--- config.mk ---
export PLATFORM = sky130hd
export DESIGN_NAME = axist_rx_pkt_rr_arbiter
export DESIGN_NICKNAME = d
export VERILOG_FILES = /design/src/rtl/axist_rx_arb_pkg.sv /design/src/rtl/axist_rr_sel.sv /design/src/rtl/axist_rx_pkt_rr_arbiter.sv
export SDC_FILE = /design/constraint.sdc
export NUM_CORES = 1
export LEC_CHECK = 0
export CAP_MARGIN = 25
export CORE_MARGIN = 5
export CORE_UTILIZATION = 60
export CTS_CLUSTER_DIAMETER = 120
export DETAILED_ROUTE_END_ITERATION = 7
export DONT_BUFFER_PORTS = 1
export GPL_TIMING_DRIVEN = 0
export PLACE_DENSITY = 0.77
export REMOVE_ABC_BUFFERS = 1
export SYNTH_ARGS = -nofsm -noshare
export SYNTH_HDL_FRONTEND = slang
export SYNTH_SLANG_ARGS = --single-unit
--- constraint.sdc ---
create_clock -name i_rx_clk -period 4.7 [get_ports i_rx_clk]
set_clock_uncertainty 0.05 [all_clocks]
set_input_delay 0.47 -clock i_rx_clk [delete_from_list [all_inputs] [get_ports i_rx_clk]]
set_output_delay 0.47 -clock i_rx_clk [all_outputs]
set_load 0.005 [all_outputs]
--- src/rtl/axist_rx_arb_pkg.sv ---
// Shared types and helpers for the packet round-robin RX arbiter.
package axist_rx_arb_pkg;
  typedef enum logic {IDLE = 1'b0, XFER = 1'b1} state_e;

  localparam int PKT_CNT_W = 16;

  function automatic int idx_w(input int n);
    return (n > 1) ? $clog2(n) : 1;
  endfunction
endpackage

--- src/rtl/axist_rr_sel.sv ---
// Rotate-priority selector: first requester at or above ptr_i, wrapping upward.
module axist_rr_sel #(
  parameter int N  = 2,
  parameter int IW = 1
) (
  input  logic [N-1:0]  req_i,
  input  logic [IW-1:0] ptr_i,
  output logic [N-1:0]  gnt_o,
  output logic [IW-1:0] idx_o,
  output logic          any_o
);
  always_comb begin
    gnt_o = '0;
    idx_o = '0;
    any_o = 1'b0;
    for (int i = 0; i < N; i++) begin
      if (!any_o && req_i[(int'(ptr_i) + i) % N]) begin
        any_o = 1'b1;
        gnt_o[(int'(ptr_i) + i) % N] = 1'b1;
        idx_o = IW'((int'(ptr_i) + i) % N);
      end
    end
  end
endmodule

--- src/rtl/axist_rx_pkt_rr_arbiter.sv ---
// Packet-boundary round-robin merge of NUM_PORTS AXI-ST RX streams onto one registered output.
// Optional in-packet stall watchdog with drain of the abandoned packet: define ARB_PKT_TIMEOUT_EN.
module axist_rx_pkt_rr_arbiter
  import axist_rx_arb_pkg::*;
#(
  parameter int NUM_PORTS      = 2,
  parameter int AXI_DW         = 64,
  parameter int NO_OF_BYTES    = AXI_DW / 8,
  parameter int TUSER          = 6,
  parameter int TIMEOUT_CYCLES = 1024,
  localparam int IW            = idx_w(NUM_PORTS)
) (
  input  logic                             i_rx_clk,
  input  logic                             i_rx_reset,
  input  logic [NUM_PORTS-1:0]             i_axist_rx_tvalid,
  input  logic [NUM_PORTS*AXI_DW-1:0]      i_axist_rx_tdata,
  input  logic [NUM_PORTS*NO_OF_BYTES-1:0] i_axist_rx_tkeep,
  input  logic [NUM_PORTS-1:0]             i_axist_rx_tlast,
  input  logic [NUM_PORTS*TUSER-1:0]       i_axist_rx_tuser,
  output logic [NUM_PORTS-1:0]             o_axist_rx_tready,
  input  logic                             i_axi_st_rx_tready,
  output logic                             o_axist_rx_tvalid,
  output logic [AXI_DW-1:0]                o_axist_rx_tdata,
  output logic [NO_OF_BYTES-1:0]           o_axist_rx_tkeep,
  output logic                             o_axist_rx_tlast,
  output logic [TUSER-1:0]                 o_axist_rx_tuser,
  output logic [IW-1:0]                    o_axist_rx_tdest,
  output logic [NUM_PORTS-1:0]             o_grant,
  output logic [NUM_PORTS*PKT_CNT_W-1:0]   o_pkt_count,
  output logic                             o_timeout_err
);
  if (NUM_PORTS < 2 || NUM_PORTS > 8) begin : g_bad_ports
    $error("NUM_PORTS must be 2..8");
  end
  if (TIMEOUT_CYCLES < 1) begin : g_bad_timeout
    $error("TIMEOUT_CYCLES must be >= 1");
  end

  state_e                           state_q, state_d;
  logic [NUM_PORTS-1:0]             grant_q, grant_d;
  logic [IW-1:0]                    gidx_q, gidx_d, ptr_q, ptr_d;
  logic [NUM_PORTS*PKT_CNT_W-1:0]   cnt_q, cnt_d;
  logic                             ovld_q, ovld_d, olast_q, olast_d;
  logic [AXI_DW-1:0]                odata_q, odata_d;
  logic [NO_OF_BYTES-1:0]           okeep_q, okeep_d;
  logic [TUSER-1:0]                 ouser_q, ouser_d;
  logic [IW-1:0]                    odest_q, odest_d;

  logic [NUM_PORTS-1:0] req, win_oh;
  logic [IW-1:0]        win_idx;
  logic                 any_req, out_ready, acc, g_vld, g_last;

  assign out_ready = ~ovld_q | i_axi_st_rx_tready;
  assign g_vld     = i_axist_rx_tvalid[gidx_q];
  assign g_last    = i_axist_rx_tlast[gidx_q];

`ifdef ARB_PKT_TIMEOUT_EN
  localparam int TW = (TIMEOUT_CYCLES > 1) ? $clog2(TIMEOUT_CYCLES + 1) : 1;
  logic [NUM_PORTS-1:0] drain_q, drain_d;
  logic [TW-1:0]        idle_q, idle_d;
  logic                 err_q, err_d;
  // A port still flushing a timed-out packet must not win again until its tlast passes.
  assign req           = i_axist_rx_tvalid & ~drain_q;
  assign o_timeout_err = err_q;
`else
  assign req           = i_axist_rx_tvalid;
  assign o_timeout_err = 1'b0;
`endif

  axist_rr_sel #(.N(NUM_PORTS), .IW(IW)) u_sel (
    .req_i (req),
    .ptr_i (ptr_q),
    .gnt_o (win_oh),
    .idx_o (win_idx),
    .any_o (any_req)
  );

  always_comb begin
    state_d = state_q;
    grant_d = grant_q;
    gidx_d  = gidx_q;
    ptr_d   = ptr_q;
    cnt_d   = cnt_q;
    acc     = 1'b0;
    o_axist_rx_tready = '0;
`ifdef ARB_PKT_TIMEOUT_EN
    drain_d = drain_q;
    idle_d  = idle_q;
    err_d   = 1'b0;
    o_axist_rx_tready = drain_q;
    for (int p = 0; p < NUM_PORTS; p++)
      if (drain_q[p] && i_axist_rx_tvalid[p] && i_axist_rx_tlast[p]) drain_d[p] = 1'b0;
`endif
    case (state_q)
      IDLE: begin
        if (any_req) begin
          state_d = XFER;
          grant_d = win_oh;
          gidx_d  = win_idx;
          ptr_d   = (win_idx == IW'(NUM_PORTS - 1)) ? '0 : win_idx + IW'(1);
        end
      end
      XFER: begin
        o_axist_rx_tready[gidx_q] = o_axist_rx_tready[gidx_q] | out_ready;
        acc = g_vld & out_ready;
        if (acc && g_last) begin
          cnt_d[gidx_q*PKT_CNT_W +: PKT_CNT_W] = cnt_q[gidx_q*PKT_CNT_W +: PKT_CNT_W] + PKT_CNT_W'(1);
          state_d = IDLE;
          grant_d = '0;
        end
`ifdef ARB_PKT_TIMEOUT_EN
        if (g_vld) begin
          idle_d = '0;
        end else if (idle_q == TW'(TIMEOUT_CYCLES - 1)) begin
          idle_d          = '0;
          err_d           = 1'b1;
          state_d         = IDLE;
          grant_d         = '0;
          drain_d[gidx_q] = 1'b1;
        end else begin
          idle_d = idle_q + TW'(1);
        end
`endif
      end
      default: state_d = IDLE;
    endcase

    ovld_d  = ovld_q;
    odata_d = odata_q;
    okeep_d = okeep_q;
    olast_d = olast_q;
    ouser_d = ouser_q;
    odest_d = odest_q;
    if (out_ready) begin
      ovld_d = acc;
      if (acc) begin
        odata_d = i_axist_rx_tdata[gidx_q*AXI_DW +: AXI_DW];
        okeep_d = i_axist_rx_tkeep[gidx_q*NO_OF_BYTES +: NO_OF_BYTES];
        olast_d = g_last;
        ouser_d = i_axist_rx_tuser[gidx_q*TUSER +: TUSER];
        odest_d = gidx_q;
      end
    end
  end

  always_ff @(posedge i_rx_clk) begin
    if (i_rx_reset) begin
      state_q <= IDLE;
      grant_q <= '0;
      gidx_q  <= '0;
      ptr_q   <= '0;
      cnt_q   <= '0;
      ovld_q  <= 1'b0;
      odata_q <= '0;
      okeep_q <= '0;
      olast_q <= 1'b0;
      ouser_q <= '0;
      odest_q <= '0;
    end else begin
      state_q <= state_d;
      grant_q <= grant_d;
      gidx_q  <= gidx_d;
      ptr_q   <= ptr_d;
      cnt_q   <= cnt_d;
      ovld_q  <= ovld_d;
      odata_q <= odata_d;
      okeep_q <= okeep_d;
      olast_q <= olast_d;
      ouser_q <= ouser_d;
      odest_q <= odest_d;
    end
  end

`ifdef ARB_PKT_TIMEOUT_EN
  always_ff @(posedge i_rx_clk) begin
    if (i_rx_reset) begin
      drain_q <= '0;
      idle_q  <= '0;
      err_q   <= 1'b0;
    end else begin
      drain_q <= drain_d;
      idle_q  <= idle_d;
      err_q   <= err_d;
    end
  end
`endif

  assign o_axist_rx_tvalid = ovld_q;
  assign o_axist_rx_tdata  = odata_q;
  assign o_axist_rx_tkeep  = okeep_q;
  assign o_axist_rx_tlast  = olast_q;
  assign o_axist_rx_tuser  = ouser_q;
  assign o_axist_rx_tdest  = odest_q;
  assign o_grant           = grant_q;
  assign o_pkt_count       = cnt_q;
endmodule

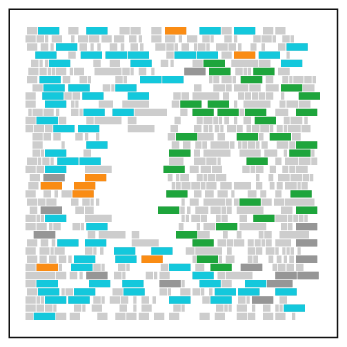
Fig. 1. Register map, names as in the netlist.
Drawn at 3 px/um. Other sequential cells in the stronger gray, the rest of the logic in the fainter gray.
cyan -> `o_axist_rx_tdata`  # sequential cells 64, where all over the die
green -> `o_pkt_count`  # sequential cells 32
orange -> `o_axist_rx_tkeep`  # sequential cells 8
not colored = 14

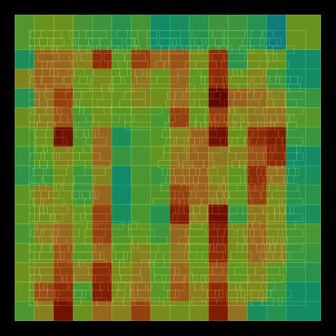
Fig. 2. Routing congestion map.
total track usage: 0.2452
M1 GR Usage: 0.2706
final core utilization: 0.6532
GR peak layer: met2

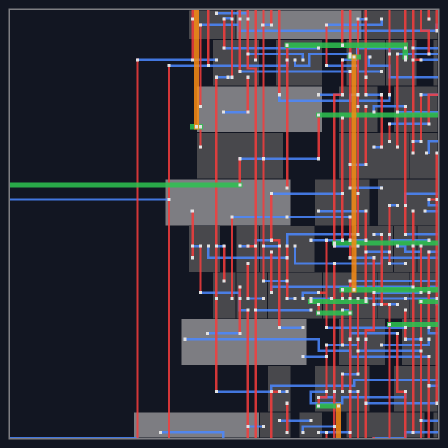
Fig. 3. Close-up of the layout.
Region (42, 42) to (67, 67) um. Cells in gray, sequential cells in the stronger gray; small squares are vias.
blue -> metal 1
green -> metal 3
red -> metal 2
orange -> metal 4
sequential cells in the window = 5
most frequent = nand2_1 (5), dfxtp_1 (5), a21oi_1 (3)
netlist names of flops here include = `o_pkt_count` (5)
cells with their middle in the window = 33

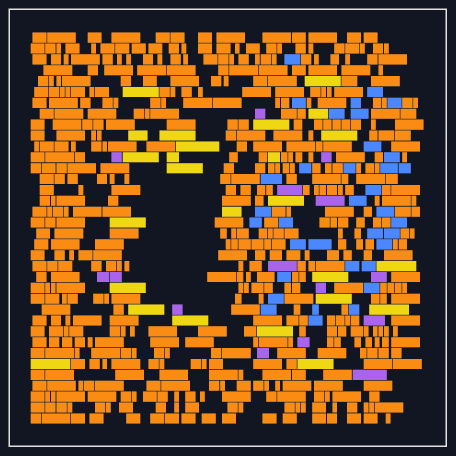
Fig. 4. Sizing map.
Drawn at 4 px/um.
blue -> _2 cells  # cells 35, share 5.9%
yellow -> _6 and larger  # cells 25, share 4.2%
purple -> _3 and _4 cells  # cells 15, share 2.5%
orange -> _0 and _1 cells  # cells 517, share 87%

==> reports/qor.csv <==
metric,value,unit
whs_path_depth,1,
design_area,0.006296,mm^2
cts_tree,done,
grt_max_degree,103,
synthArstFlopShare,0,
tns,0,ns
drt-initial-drc-count,215,
clock_power_share,0.469,
ys_types,62,
mostFrequentLayoutCells,"dfxtp_1, nor2_1, mux2i_1, a211oi_1, a21oi_1",
netSwitchingFraction,0.2629,
top_cell_area_share,0.4025,
reg2reg_from,gidx_q,
crit_arrival,3.39,ns
tap_cells,133,
met1_length,5448,um
clk_share,0.09002,
yosysChipArea,0.005869,mm^2
p_int,1.904,mW
worstMarginPinSlew,1.045,ns
wl_met2,8093,um
r2r_slack,1.64,ns
max_freq,327.0,MHz
crit_start,gidx_q,
p_leak,2.170,nW
use_met2,0.4311,
route.top_layer_used,met4,
chip_area,0.01186,mm^2
io_pins,281,
ys.flops,118,
endpoint,o_pkt_count[31],
drt-total-wl,15030,um
design.core.area,0.009639,mm^2
flop-count,118,
postSynthCellCount,610,
clockBufferDepth,2,
fillers,805,
r2r_end,o_pkt_count[31],
layout_top_cell,dfxtp_1,
overflow,0,
cts.clk_slew.worst_paths,0.06,ns
via_per_inst,6.218,
finalHoldViolations,0,
cts.sinks,118,
cts_buffers,17,
comb.multi_input.count,431,
rsz0062_at_grt,no,
yosys-stat-cells,610,
ir_worst_vdd,191.8,uV
clkbuf_count,19,
antenna_left,0,
avgSynthCellArea,9.622,um^2
h-tree-depth,4,
io_buffers,0,
pwr-share-comb,0.089,
hpwl,10640,um
drt-pass1-iter-count,5,
drive_gt1_frac,0.1267,
routedWlPerCell,20.74,um
antenna_found_initial,0,
place_ws,1.700,ns
fin_nets,743,
yosysMostFrequentCell,dfxtp_1,
grt_pass1_wl,22480,um
buf_share,0.01471,
seq_share,0.3758,
rows,36,
syn2layout_area_growth,7.269,%
insertion_delay,0.51,ns
grt_pass1_vias,4280,
critPathKind,flip-flop to flip-flop,
final.min_clock_period,3.058,ns
yosys.area.top_type,dfxtp_1,
largest_cell_class,combinational gates,
combGateArea,0.003078,mm^2
flop_area,0.002366,mm^2
area_leaders,"dfxtp_1, mux2i_1, a211oi_1",
die_height,108.9,um
finalSetupViolCount,0,
whs,0.04063,ns
status,"complete, no violations",
finalCritPeriodShare,0.6507,
slew_headroom,0.3035,
postCtsSetupBuffers,0,
die_w,108.9,um
edf_count,0,
ys_seq_share,0.4025,
power.switching,0.6792,mW
hold_buffers,2,
num-nonclk-buffers,4,
comb_share,0.4889,
num-nonclk-inverters,7,
dp_cells,691,
startpoint_type,flip-flop,
total_power,2.583,mW
worstHoldEndpoint,o_pkt_count[22],
gr-usage-met3,0.07993,
synth.top_cells.by_count,"dfxtp_1, nor2_1, a211oi_1, mux2i_1, a21oi_1",
maxCapViolCount,0,
seq_power_share,0.442,
end_kind,flip-flop,
route.detailed.drc,0,
place_area,0.005692,mm^2
largest_reg_flops,64,
num_antenna_cells,0,
hold_path.class,primary input to flip-flop,
fp-utilization,0.6089,
ff_type,dfxtp_1,
[power by group through the flow]
stage	Sequential [mW]	Clock (mW)	Combinational, mW
2_1_floorplan	1.15	0	0.191
3_3_place_gp	1.17	0	0.217
3_5_place_dp	1.16	0	0.214
4_1_cts	1.14	1.24	0.231
5_1_grt	1.15	1.29	0.260
6_report	1.14	1.21	0.231
[critical path: stages, from the launching register on]
cell      delay [ns]
dfxtp_4         0.89
nand3_1         0.29
a222oi_1        0.99
and4bb_2        0.38
mux2_1          0.34
[cell families after synthesis]
| group | share of synthesized area |
|---|---|
| AOI/OAI and AO/OA | 0.1663 |
| xor gates and xnor gates | 0.005970 |
| adders and majority gates | 0.002131 |
| buffers and inverters | 0.07397 |
| DFF | 0.4025 |
| muxes | 0.1716 |
| other | 0.0006389 |
| and+or+nand+nor | 0.1769 |
No activity file was given, so power comes from the tool's default toggle rates.
